==> src/rtl/sw_stream_dispatcher_pkg.sv <==
// Shared constants for the stream dispatcher: FSM encoding, header field
// offsets and default parameter values.
package sw_stream_dispatcher_pkg;

  localparam int DEF_DATA_W    = 128;
  localparam int DEF_NUM_LANES = 4;
  localparam int DEF_LEN_W     = 16;

  // Header layout: len at the bottom, 2-bit lane index directly above it.
  localparam int LEN_LSB  = 0;
  localparam int LANE_LSB = DEF_LEN_W;
  localparam int LANE_W   = 2;

  typedef enum logic [1:0] {
    ST_IDLE    = 2'd0,
    ST_HDR     = 2'd1,
    ST_PAYLOAD = 2'd2
  } state_e;

  // Lane field offset for a given length width (it always sits right above len).
  function automatic int lane_lsb(input int len_w);
    return LANE_LSB - DEF_LEN_W + len_w;
  endfunction

endpackage

==> src/rtl/sw_dispatch_skid_buf.sv <==
// Two-entry input buffer in front of the FIFO. Tracks words still in flight
// from the FIFO (read issued last cycle, data on fifo_dout_i this cycle) so the
// buffer can never be oversubscribed while still streaming one word per cycle.
module sw_dispatch_skid_buf
  import sw_stream_dispatcher_pkg::*;
#(
  parameter int DATA_W = DEF_DATA_W
) (
  input  logic              clk,
  input  logic              rst_n,
  input  logic              fifo_empty_i,
  input  logic [DATA_W-1:0] fifo_dout_i,
  input  logic              pop_i,
  output logic              fifo_rd_en_o,
  output logic              head_valid_o,
  output logic [DATA_W-1:0] head_data_o,
  output logic              next_nonempty_o
);

  logic [1:0]        occ_q, occ_d;
  logic              inflight_q;
  logic              run_q;
  logic [DATA_W-1:0] data0_q, data0_d;
  logic [DATA_W-1:0] data1_q, data1_d;
  logic              pop;
  logic [1:0]        slot;
  logic [2:0]        level;

  // A pop is only honoured when the head actually holds a word.
  assign pop   = pop_i & (occ_q != 2'd0);
  // Slot that an arriving word lands in once this cycle's pop has shifted.
  assign slot  = occ_q - {1'b0, pop};
  // Words that will be held next cycle, counting the one currently in flight.
  assign level = {1'b0, occ_q} + {2'b00, inflight_q} - {2'b00, pop};

  // run_q keeps reads off until the first clock edge after reset release.
  assign fifo_rd_en_o    = run_q & ~fifo_empty_i & (level < 3'd2);
  assign next_nonempty_o = (level != 3'd0);
  assign head_valid_o    = (occ_q != 2'd0);
  assign head_data_o     = data0_q;

  // Next buffer contents: shift on pop, then write the landing word behind.
  always_comb begin
    data0_d = data0_q;
    data1_d = data1_q;
    occ_d   = occ_q + {1'b0, inflight_q} - {1'b0, pop};
    if (pop) begin
      data0_d = data1_q;
    end else begin
      data0_d = data0_q;
    end
    case ({inflight_q, slot})
      3'b100:  data0_d = fifo_dout_i;
      3'b101:  data1_d = fifo_dout_i;
      default: ;
    endcase
  end

  // Buffer storage, occupancy and in-flight tracking.
  always_ff @(posedge clk or negedge rst_n) begin
    if (!rst_n) begin
      occ_q      <= 2'd0;
      inflight_q <= 1'b0;
      run_q      <= 1'b0;
      data0_q    <= '0;
      data1_q    <= '0;
    end else begin
      occ_q      <= occ_d;
      inflight_q <= fifo_rd_en_o;
      run_q      <= 1'b1;
      data0_q    <= data0_d;
      data1_q    <= data1_d;
    end
  end

endmodule

==> src/rtl/sw_stream_dispatcher.sv <==
// Job dispatcher: pulls header + payload words from the input buffer and
// steers each payload word to the lane named in the job header.
module sw_stream_dispatcher
  import sw_stream_dispatcher_pkg::*;
#(
  parameter int DATA_W    = DEF_DATA_W,
  parameter int NUM_LANES = DEF_NUM_LANES,
  parameter int LEN_W     = DEF_LEN_W
) (
  input  logic                 clk,
  input  logic                 rst_n,
  input  logic                 en,
  input  logic                 fifo_empty,
  input  logic [DATA_W-1:0]    fifo_dout,
  output logic                 fifo_rd_en,
  output logic [NUM_LANES-1:0] lane_valid,
  input  logic [NUM_LANES-1:0] lane_ready,
  output logic [DATA_W-1:0]    lane_data,
  output logic                 lane_last,
  output logic                 busy,
  output logic [31:0]          job_count
);

  localparam int                   HDR_LANE_LSB = lane_lsb(LEN_W);
  localparam logic [LEN_W-1:0]     LEN_ONE      = LEN_W'(1);
  localparam logic [NUM_LANES-1:0] LANE_ONE     = NUM_LANES'(1);

  state_e            state_q;
  logic [LANE_W-1:0] lane_q;
  logic [LEN_W-1:0]  remaining_q;
  logic [31:0]       job_count_q;

  logic              head_valid;
  logic [DATA_W-1:0] head_data;
  logic              next_nonempty;
  logic              payload_valid;
  logic              hs;
  logic              pop;
  logic [LEN_W-1:0]  hdr_len;
  logic [LANE_W-1:0] hdr_lane;

  sw_dispatch_skid_buf #(
    .DATA_W(DATA_W)
  ) u_buf (
    .clk            (clk),
    .rst_n          (rst_n),
    .fifo_empty_i   (fifo_empty),
    .fifo_dout_i    (fifo_dout),
    .pop_i          (pop),
    .fifo_rd_en_o   (fifo_rd_en),
    .head_valid_o   (head_valid),
    .head_data_o    (head_data),
    .next_nonempty_o(next_nonempty)
  );

  assign hdr_len  = head_data[LEN_LSB +: LEN_W];
  assign hdr_lane = head_data[HDR_LANE_LSB +: LANE_W];

  // Only the selected lane's ready matters; the header is always popped in HDR.
  assign payload_valid = (state_q == ST_PAYLOAD) & head_valid;
  assign hs            = payload_valid & lane_ready[lane_q];
  assign pop           = hs | ((state_q == ST_HDR) & head_valid);

  assign lane_data = head_data;
  assign lane_last = payload_valid & (remaining_q == LEN_ONE);
  assign busy      = (state_q != ST_IDLE);
  assign job_count = job_count_q;

  // One-hot valid on the job's lane whenever a payload word is at the head.
  always_comb begin
    lane_valid = '0;
    if (payload_valid) begin
      lane_valid = LANE_ONE << lane_q;
    end else begin
      lane_valid = '0;
    end
  end

  // Job sequencing. On the final handshake, jump straight to HDR when the next
  // header is already buffered or landing, so jobs run with a single gap cycle.
  always_ff @(posedge clk or negedge rst_n) begin
    if (!rst_n) begin
      state_q     <= ST_IDLE;
      lane_q      <= '0;
      remaining_q <= '0;
      job_count_q <= 32'd0;
    end else begin
      case (state_q)
        ST_IDLE: begin
          if (en && head_valid) begin
            state_q <= ST_HDR;
          end else begin
            state_q <= ST_IDLE;
          end
        end
        ST_HDR: begin
          if (head_valid) begin
            lane_q      <= hdr_lane;
            remaining_q <= hdr_len;
            if (hdr_len == '0) begin
              job_count_q <= job_count_q + 32'd1;
              state_q     <= ST_IDLE;
            end else begin
              state_q     <= ST_PAYLOAD;
            end
          end else begin
            state_q <= ST_HDR;
          end
        end
        ST_PAYLOAD: begin
          if (hs) begin
            remaining_q <= remaining_q - LEN_ONE;
            if (remaining_q == LEN_ONE) begin
              job_count_q <= job_count_q + 32'd1;
              state_q     <= (en && next_nonempty) ? ST_HDR : ST_IDLE;
            end else begin
              state_q <= ST_PAYLOAD;
            end
          end else begin
            state_q <= ST_PAYLOAD;
          end
        end
        default: state_q <= ST_IDLE;
      endcase
    end
  end

endmodule

==> config.mk <==
export PLATFORM = sky130hd
export DESIGN_NAME = sw_stream_dispatcher
export DESIGN_NICKNAME = d
export VERILOG_FILES = /design/src/rtl/sw_stream_dispatcher_pkg.sv /design/src/rtl/sw_dispatch_skid_buf.sv /design/src/rtl/sw_stream_dispatcher.sv
export SDC_FILE = /design/constraint.sdc
export NUM_CORES = 1
export LEC_CHECK = 0
export ABC_AREA = 1
export CORE_MARGIN = 2
export CORE_UTILIZATION = 57
export CTS_BUF_LIST = sky130_fd_sc_hd__clkbuf_16
export CTS_CLUSTER_DIAMETER = 80
export CTS_CLUSTER_SIZE = 12
export DETAILED_ROUTE_END_ITERATION = 6
export GPL_TIMING_DRIVEN = 0
export MAX_ROUTING_LAYER = met4
export PLACE_DENSITY = 0.87
export SLEW_MARGIN = 0
export SYNTH_ARGS = -nofsm -noshare
export SYNTH_HDL_FRONTEND = slang
export SYNTH_HIERARCHICAL = 1
export SYNTH_SLANG_ARGS = --single-unit
==> constraint.sdc <==
create_clock -name clk -period 8.9 [get_ports clk]
set_input_delay 0.89 -clock clk [delete_from_list [all_inputs] [get_ports clk]]
set_output_delay 0.89 -clock clk [all_outputs]
set_load 0.02 [all_outputs]
==> results.yml, run 1 <==
# generated from flow reports
status:
  outcome: "completed"
placed_design:
  gp_congestion: 0.937
  dp.cells: 2752
  place_hpwl_mm: 34.0
critical_path:
  reg2regPathDepth: 20
  start_kind: "register"
  end_kind: "primary output"
  crit_path_max_fanout: 12
  crit_type: "reg2out"
  reg2reg_slack_ns: 4.70
  worstPathRequired_ns: 8.01
logic_synthesis:
  syn-num-nets: 2219
  ys_cells: 2076
  ys_ff: 312
  post_synth_inst_count: 2076
  ys_types: 35
  ys_sh_mux: 0
  yosys_area_mm2: 0.0158
  synth_top_area_share: 0.493
  synthAoiAreaFrac: 0.0552
  top_area_cell: "dfrtp_1"
  topCellsByArea: "dfrtp_1 (49%), nand2_1 (17%), nand3_1 (13%), inv_1 (4.4%), o21ai_1 (3.8%)"
  ys_sh_simple: 0.346
  ys_top_logic_family: "simple AND/OR/NAND/NOR gates"
  ys_seq_frac: 0.493
  syn_area_mm2: 0.0158
  yosys_warnings: 6
clock_tree:
  cts-hold-fix-buffers: 0
  cts-root-buf: "clkbuf_16"
  cts_tree: "done"
  cts_setup_buffers: 0
  clkTransAtPathRegs_ns: 0.06
  clock_latency_ns: 0.57
  cts_max_level: 1
  cts_made_buffers: 29
  cts_resized: 0
  cts_buffer_depth: 3
  cts.sinks: 312
timing:
  maxSlewHeadroom: 0.562
  fmax_mhz: 165
  final_max_slew_viol_count: 0
  fin_skew_ns: 0.0314
  setup_viol: 0
  worstMarginPinSlew_ns: 0.657
  fin_crit_sh: 0.682
  hold_violations: 0
  fin_setup_tns_ns: 0
  rsz0062_at_grt: "false"
  period_needed_ns: 6.07
final_layout:
  fin_util: 0.743
  layout.cells.non_filler: 2788
  nNetsFinal: 2554
  fill_cells: 2032
  register_area_mm2: 0.00781
  final_cell_mix: "nand2_1 (711), nand3_1 (416), dfrtp_1 (312)"
  comb_area_mm2: 0.00650
  drive_above_1_share: 0.0718
  layout_top_cell: "nand2_1"
global_route:
  use_met1: 0.409
  grt_pass1_vias: 15300
  grt-busiest-layer: "met2"
  grt_use_met3: 0.0738
  grt_max_degree: 122
  track_usage: 0.338
  grt_pass1_wl_mm: 76.5
  grt-ovfl-total: 0
  antenna_found_initial: 5
floorplan:
  num_rows: 60
  coreArea_mm2: 0.0271
  die-area_mm2: 0.0291
  fp_util: 0.584
detailed_routing:
  vias: 15500
  postRouteAntennaNets: 0
  post_drt_wl_per_cell_um: 17.2
  drc_errors: 0
  drtIter0Drc: 1652
  avgViaCountPerCell: 5.56
  first_pass_iters: 5
  wirelength_mm: 47.9
flow_run:
  tool_warnings: 33
  maxCapViolCount: 0
power_and_ir_drop:
  power_density_mw_per_mm2: 330
  ir_drop_uv: 192
  p_leak_nw: 10.4
[run 1: worst paths after layout]
check,startpoint,to
min reg2reg,u_buf/data1_q[68],u_buf/data1_q[68]
max reg2reg,u_buf/occ_q[1],state_q[0]
max in group asynchronous,rst_n,u_buf/data1_q[62]
min,rst_n,remaining_q[1]
max,u_buf/occ_q[1],fifo_rd_en
min in group clk,u_buf/data1_q[68],u_buf/data1_q[68]
[run 1: power by group]
group          internal (mW)  switching (mW)
sequential              1.93           0.336
combinational           1.22            2.07
clock                  0.574           0.517
total                   3.73            2.92
[run 1: worst max-delay path, stage by stage (launching register included)]
cell and delay [ns]:
dfrtp_1 0.43, inv_2 0.09, nand2_2 0.10, buf_2 0.25
inv_1 0.14, nor2_1 0.43, inv_1 0.10, nand2_2 0.15
buf_2 0.30, nand2_1 0.13, buf_2 0.21, buf_2 0.21
inv_1 0.10, ha_1 0.24, inv_1 0.07, ha_1 0.15
fa_1 0.43, nor2_1 0.15, nand3_1 0.08, nor2_1 0.19
clkdlybuf4s50_1 0.64
[run 1: Yosys cell counts, drive strengths merged]
master    n
inv     188
xnor2     4
nand2   719
or2       1
o22ai     2
clkbuf   15
a22oi     1
o211ai    5
nand4     9
a21oi     6
buf     123
nand3   417
conb      1
o221ai    1
ha        6
nand3b   23
nor3      9
dfrtp   312
o21ai   153
nor2     78
fa        1
xor2      2
[run 1: final cells by class]
class                           count  share of cell area
Buffer                            138              0.0402
Tap cell                          372              0.0231
Sequential cell                   312               0.388
Clock buffer                       29              0.0360
Timing Repair Buffer              304               0.153
Clock inverter                      1            0.000994
Multi-Input combinational cell   1438               0.323
Inverter                          188              0.0351
Antenna cell                        6            0.000746
[run 1: kinds of logic (layout without fill, tap and decap cells)]
group | after synthesis | after routing
AND/OR/NAND/NOR | 1256 | 1256
buffers and inverters | 326 | 660
flip-flops | 312 | 312
AND-OR/OR-AND | 168 | 168
adder cells (fa/ha/maj) | 7 | 7
XOR/XNOR | 6 | 6
other | 1 | 7
[run 1: metrics by stage]
| stage | power (mW) | setup WS (ns) | hold WS (ns) | cell area (um^2) |
|---|---|---|---|---|
| finish | 6.65 | 2.83 | 0.298 | 20100 |
| global route | 7.08 | 2.46 | 0.347 | 20100 |
| CTS | 6.63 | 2.79 | 0.319 | 20100 |
| detailed placement | 5.52 | 3.11 | 0.475 | 19400 |
| global placement | 5.41 | -6.55 | 0.469 | 19300 |
| floorplan | 4.27 | 4.55 | 0.454 | 15800 |
[run 1: metal layers]
layer	up-vias	wire (um)
li1	7291	-
met1	7297	18500
met2	761	22700
met3	140	4480
met4	0	2170
met5	-	0
[run 1: flip-flops by register name, indices dropped and copies added, names as in the netlist]
| name | cells |
|---|---|
| u_buf/run_q | 1 |
| u_buf/data1_q | 128 |
| u_buf/head_data_o | 128 |
| u_buf/occ_q | 2 |
| state_q | 2 |
| lane_q | 2 |
| job_count | 32 |
| remaining_q | 16 |
| u_buf/inflight_q | 1 |
### Nets reached from selected ports, run 1

Drawn at 1.5 px/um.
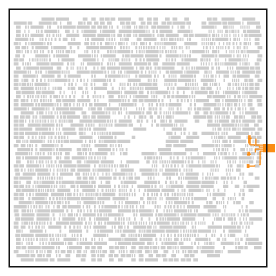
- `lane_valid`: orange (direction output; end cells 4; buffers 4; wire 51.8 um)
port buffer count: 302
Top Ports: 303

### Routed metal, one color a layer, run 1

Drawn at 3 px/um. Only two layers are drawn.
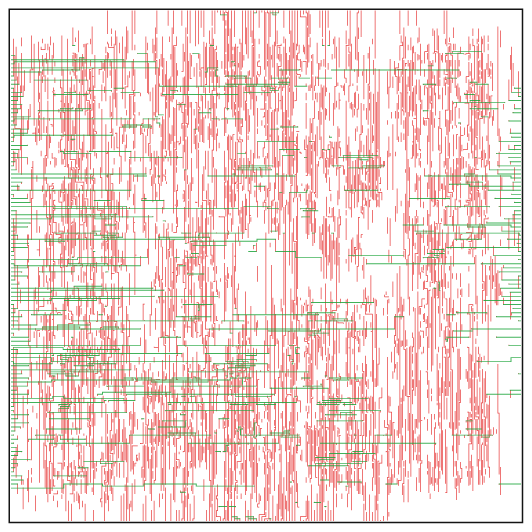
- M3: green (wire length 4,480 um)
- M2: red (wire length 22.7 mm)

### Pin placement, run 1

Drawn at 3 px/um. Pins as bars across the die edge, other pins in gray.
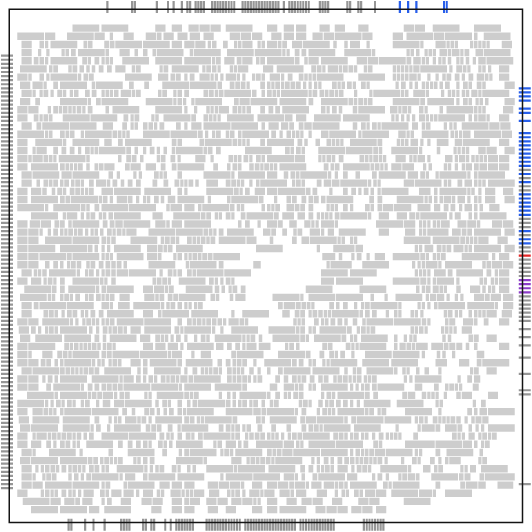
- `busy`: red (pins 1; direction output; edge right)
- `job_count`: blue (pins 32; direction output; edge 27 right, 5 top)
- `lane_valid`: purple (pins 4; direction output; edge right)
die width: 171 um
chip height: 171 um

--- run 2 (diff from run 1) ---
--- a/config.mk
+++ b/config.mk
@@ -7,14 +7,14 @@
 export LEC_CHECK = 0
 export ABC_AREA = 1
 export CORE_MARGIN = 2
-export CORE_UTILIZATION = 57
+export CORE_UTILIZATION = 48
 export CTS_BUF_LIST = sky130_fd_sc_hd__clkbuf_16
 export CTS_CLUSTER_DIAMETER = 80
 export CTS_CLUSTER_SIZE = 12
 export DETAILED_ROUTE_END_ITERATION = 6
 export GPL_TIMING_DRIVEN = 0
 export MAX_ROUTING_LAYER = met4
-export PLACE_DENSITY = 0.87
+export PLACE_DENSITY = 0.78
 export SLEW_MARGIN = 0
 export SYNTH_ARGS = -nofsm -noshare
 export SYNTH_HDL_FRONTEND = slang
==> constraint.sdc (replaced) <==
create_clock -name clk -period 5.3 [get_ports clk]
set_input_delay 0.53 -clock clk [delete_from_list [all_inputs] [get_ports clk]]
set_output_delay 0.53 -clock clk [all_outputs]
set_load 0.02 [all_outputs]
### Placed standard cells, run 2

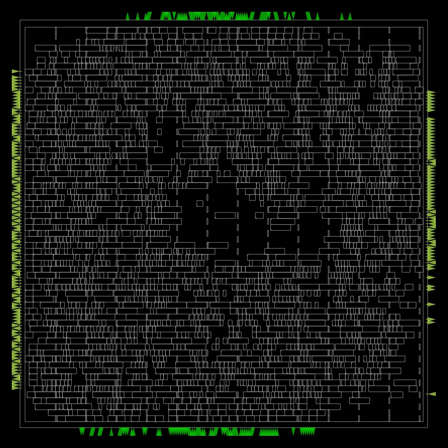
Core Area: 0.0325 mm^2
Post-Layout Cell Count: 2,860
Tapcell Cnt: 442
fraction of area in registers: 0.384

### Pin placement, run 2

Drawn at 2 px/um. Pins as bars across the die edge, other pins in gray.
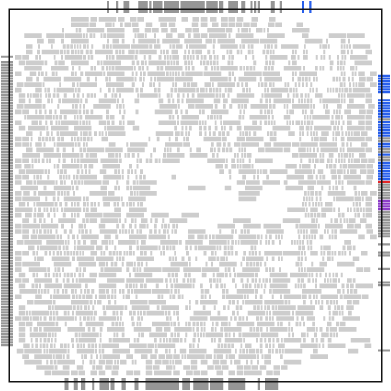
die width: 186 um
chip height: 186 um

==> run 2 against run 1 <==
  * Clock-buffer cell count up 1
  * Global-route usage fell by 5.2 points
  * Area after synthesis unchanged
  * Hold slack gained 0.13 ns
  * Register-to-register slack got worse by 3.3 ns
  * Sequential power rose by 68%
  * Critical path type unchanged
  * Largest cell class unchanged
==> results.yml, run 2 <==
# generated from flow reports
timing:
  final_max_slew_viol_count: 0
  period_needed_ns: 4.90
  worstMarginPinSlew_ns: 0.600
  setup_viol: 0
  fin_skew_ns: 0.0147
  rsz0062_at_grt: "false"
  fmax_mhz: 204
  fin_crit_sh: 0.925
  maxSlewHeadroom: 0.600
  hold_violations: 0
  fin_setup_tns_ns: 0
logic_synthesis:
  ys_top_cells_by_count: "nand2_1 (711), nand3_1 (416), dfrtp_1 (312), inv_1 (185), o21ai_1 (121)"
  syn-num-nets: 2219
  synth.most_common_cell: "nand2_1"
  ys_ff: 312
  ys_top_logic_family: "simple AND/OR/NAND/NOR gates"
  ys_sh_simple: 0.346
  ys_sh_mux: 0
  synth_top_area_share: 0.493
  synthFlopType: "dfrtp_1"
  yosys_warnings: 6
  synth-edff-count: 0
  post_synth_inst_count: 2076
  yosys_area_mm2: 0.0158
  synthArstFlopShare: 1.00
  synthAoiAreaFrac: 0.0552
  ys_seq_frac: 0.493
  ys_cells: 2076
  topCellsByArea: "dfrtp_1 (49%), nand2_1 (17%), nand3_1 (13%), inv_1 (4.4%), o21ai_1 (3.8%)"
  syn_area_mm2: 0.0158
  ys_types: 35
  top_area_cell: "dfrtp_1"
placed_design:
  gp_congestion: 0.889
  placed_cell_area_mm2: 0.0195
  io_buffers: 302
  place_hpwl_mm: 34.1
detailed_routing:
  wirelength_mm: 47.7
  first_pass_iters: 6
  drc_errors: 0
  avgViaCountPerCell: 5.39
  drtIter0Drc: 1055
  postRouteAntennaNets: 0
  vias: 15400
clock_tree:
  clock_latency_ns: 0.58
  cts_made_buffers: 30
  cts_setup_buffers: 0
  cts_buffer_depth: 3
  cts.sinks: 312
  clkTransAtPathRegs_ns: 0.06
  cts-root-buf: "clkbuf_16"
  cts_tree: "done"
  cts_max_level: 1
power_and_ir_drop:
  power_mw: 11.2
  ir_drop_uv: 327
  power_density_mw_per_mm2: 552
floorplan:
  num_rows: 66
  io_pins: 303
  die-area_mm2: 0.0344
  fp_util: 0.486
critical_path:
  start_kind: "register"
  crit_type: "reg2out"
  end_kind: "primary output"
  crit_path_max_fanout: 12
status:
  outcome: "completed"
final_layout:
  drive_above_1_share: 0.0749
  design_area_mm2: 0.0203
  final_cell_mix: "nand2_1 (711), nand3_1 (416), dfrtp_1 (312)"
  syn_to_final_growth_pct: 28.4
  layout_top_cell: "nand2_1"
global_route:
  track_usage: 0.285
  grt_max_degree: 112
  grt_pass1_wl_mm: 76.4
  antenna_found_initial: 3
  grt_pass1_vias: 14900
  grt-ovfl-total: 0
flow_run:
  maxCapViolCount: 0
  tool_warnings: 29
min_path:
  worstHoldPathType: "in2async"
### Sizing map, run 2

Drawn at 2 px/um.
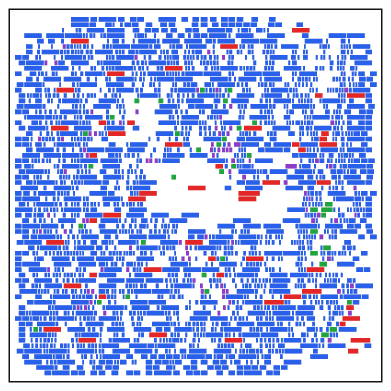
- x2: purple (cells 92)
- x1 and smaller: blue (cells 2,234)
- x3 and x4: green (cells 37)
- x6 and larger: red (cells 52)
bufs w/o clock: 444
PnR worst setup slack: 0.396 ns

-- run 2: cell counts after synthesis --
No cell type changed its count.
-- run 2: metrics by stage --
stage               setup slack [ns]   util  hold slack (ns)  cells
floorplan                       1.40      -            0.234   2076
global placement               -9.89  0.596            0.469   2820
detailed placement             0.133  0.599            0.413   2823
CTS                           0.0138  0.624            0.415   2857
global route                  0.0509  0.624            0.430   2860
finish                         0.396  0.624            0.431   2860
-- run 2: kinds of logic (layout without fill, tap and decap cells) --
family                   count (synthesis)  count (layout)
buffers and inverters                  326             665
AND-OR/OR-AND                          168             168
AND/OR/NAND/NOR                       1256            1256
other                                    1               4
XOR/XNOR                                 6               6
adder cells (fa/ha/maj)                  7               7
flip-flops                             312             312
-- run 2: final cells by class --
type,count,area [um^2]
antenna,3,7.51
buffer,138,818
clock buffer,30,751
clock inverter,3,46.3
fill,2899,12200
inverter,188,706
multi-input combinational,1438,6510
sequential,312,7810
tap,442,553
timing repair buffer,306,3120
-- run 2: what timing repair did --
item,CTS,global route
pin swaps,0,0
endpoints found under the hold margin,33,0
hold buffers,1,0
gates resized,5,6
endpoints found under the setup margin,1,1
gates cloned,0,0
-- run 2: final timing paths --
check | cells past startpoint | startpoint | end | slack [ns]
setup / recovery | 20 | u_buf/occ_q[1] | fifo_rd_en | 0.40
hold / removal | 2 | rst_n | u_buf/head_data_o[18] | 0.43
setup reg to reg | 20 | u_buf/occ_q[1] | u_buf/head_data_o[75] | 1.44
hold reg to reg | 2 | u_buf/data1_q[21] | u_buf/data1_q[21] | 0.49
max in group asynchronous | 4 | rst_n | u_buf/head_data_o[72] | 3.57
min in group clk | 2 | u_buf/data1_q[21] | u_buf/data1_q[21] | 0.49
-- run 2: per-layer routing --
| metal | global-route usage | wire (um) | part of all wire | vias up |
|---|---|---|---|---|
| met4 | 0.0876 | 1590 | 0.033 | 0 |
| met5 | - | 0 | 0 | - |
| li1 | - | - | - | 7305 |
| met2 | 0.464 | 22600 | 0.47 | 632 |
| met1 | 0.362 | 19500 | 0.41 | 7379 |
| met3 | 0.0579 | 3990 | 0.084 | 104 |
-- run 2: where the power goes --
group / total [mW] / internal, mW / switching [mW] / leakage, nW
registers: 3.82 / 3.25 / 0.573 / 4.07
logic: 5.48 / 2.06 / 3.42 / 5.94
clock network: 1.91 / 1.00 / 0.911 / 0.386
total: 11.2 / 6.31 / 4.90 / 10.4
-- run 2: worst max-delay path, cell delays in order, from the launching register on --
cell and delay [ns]:
dfrtp_1 0.43, inv_2 0.12, nand2_2 0.09, clkbuf_4 0.22
inv_2 0.13, nor2_4 0.06, nand2_1 0.18, nand2_2 0.13
buf_4 0.22, nand2_1 0.11, clkbuf_4 0.22, clkbuf_4 0.23
inv_1 0.09, ha_1 0.28, inv_1 0.04, ha_1 0.18
fa_1 0.46, nor2_1 0.15, nand3_1 0.11, nor2_2 0.15
clkbuf_2 0.20
Power and IR drop assume default switching activity.
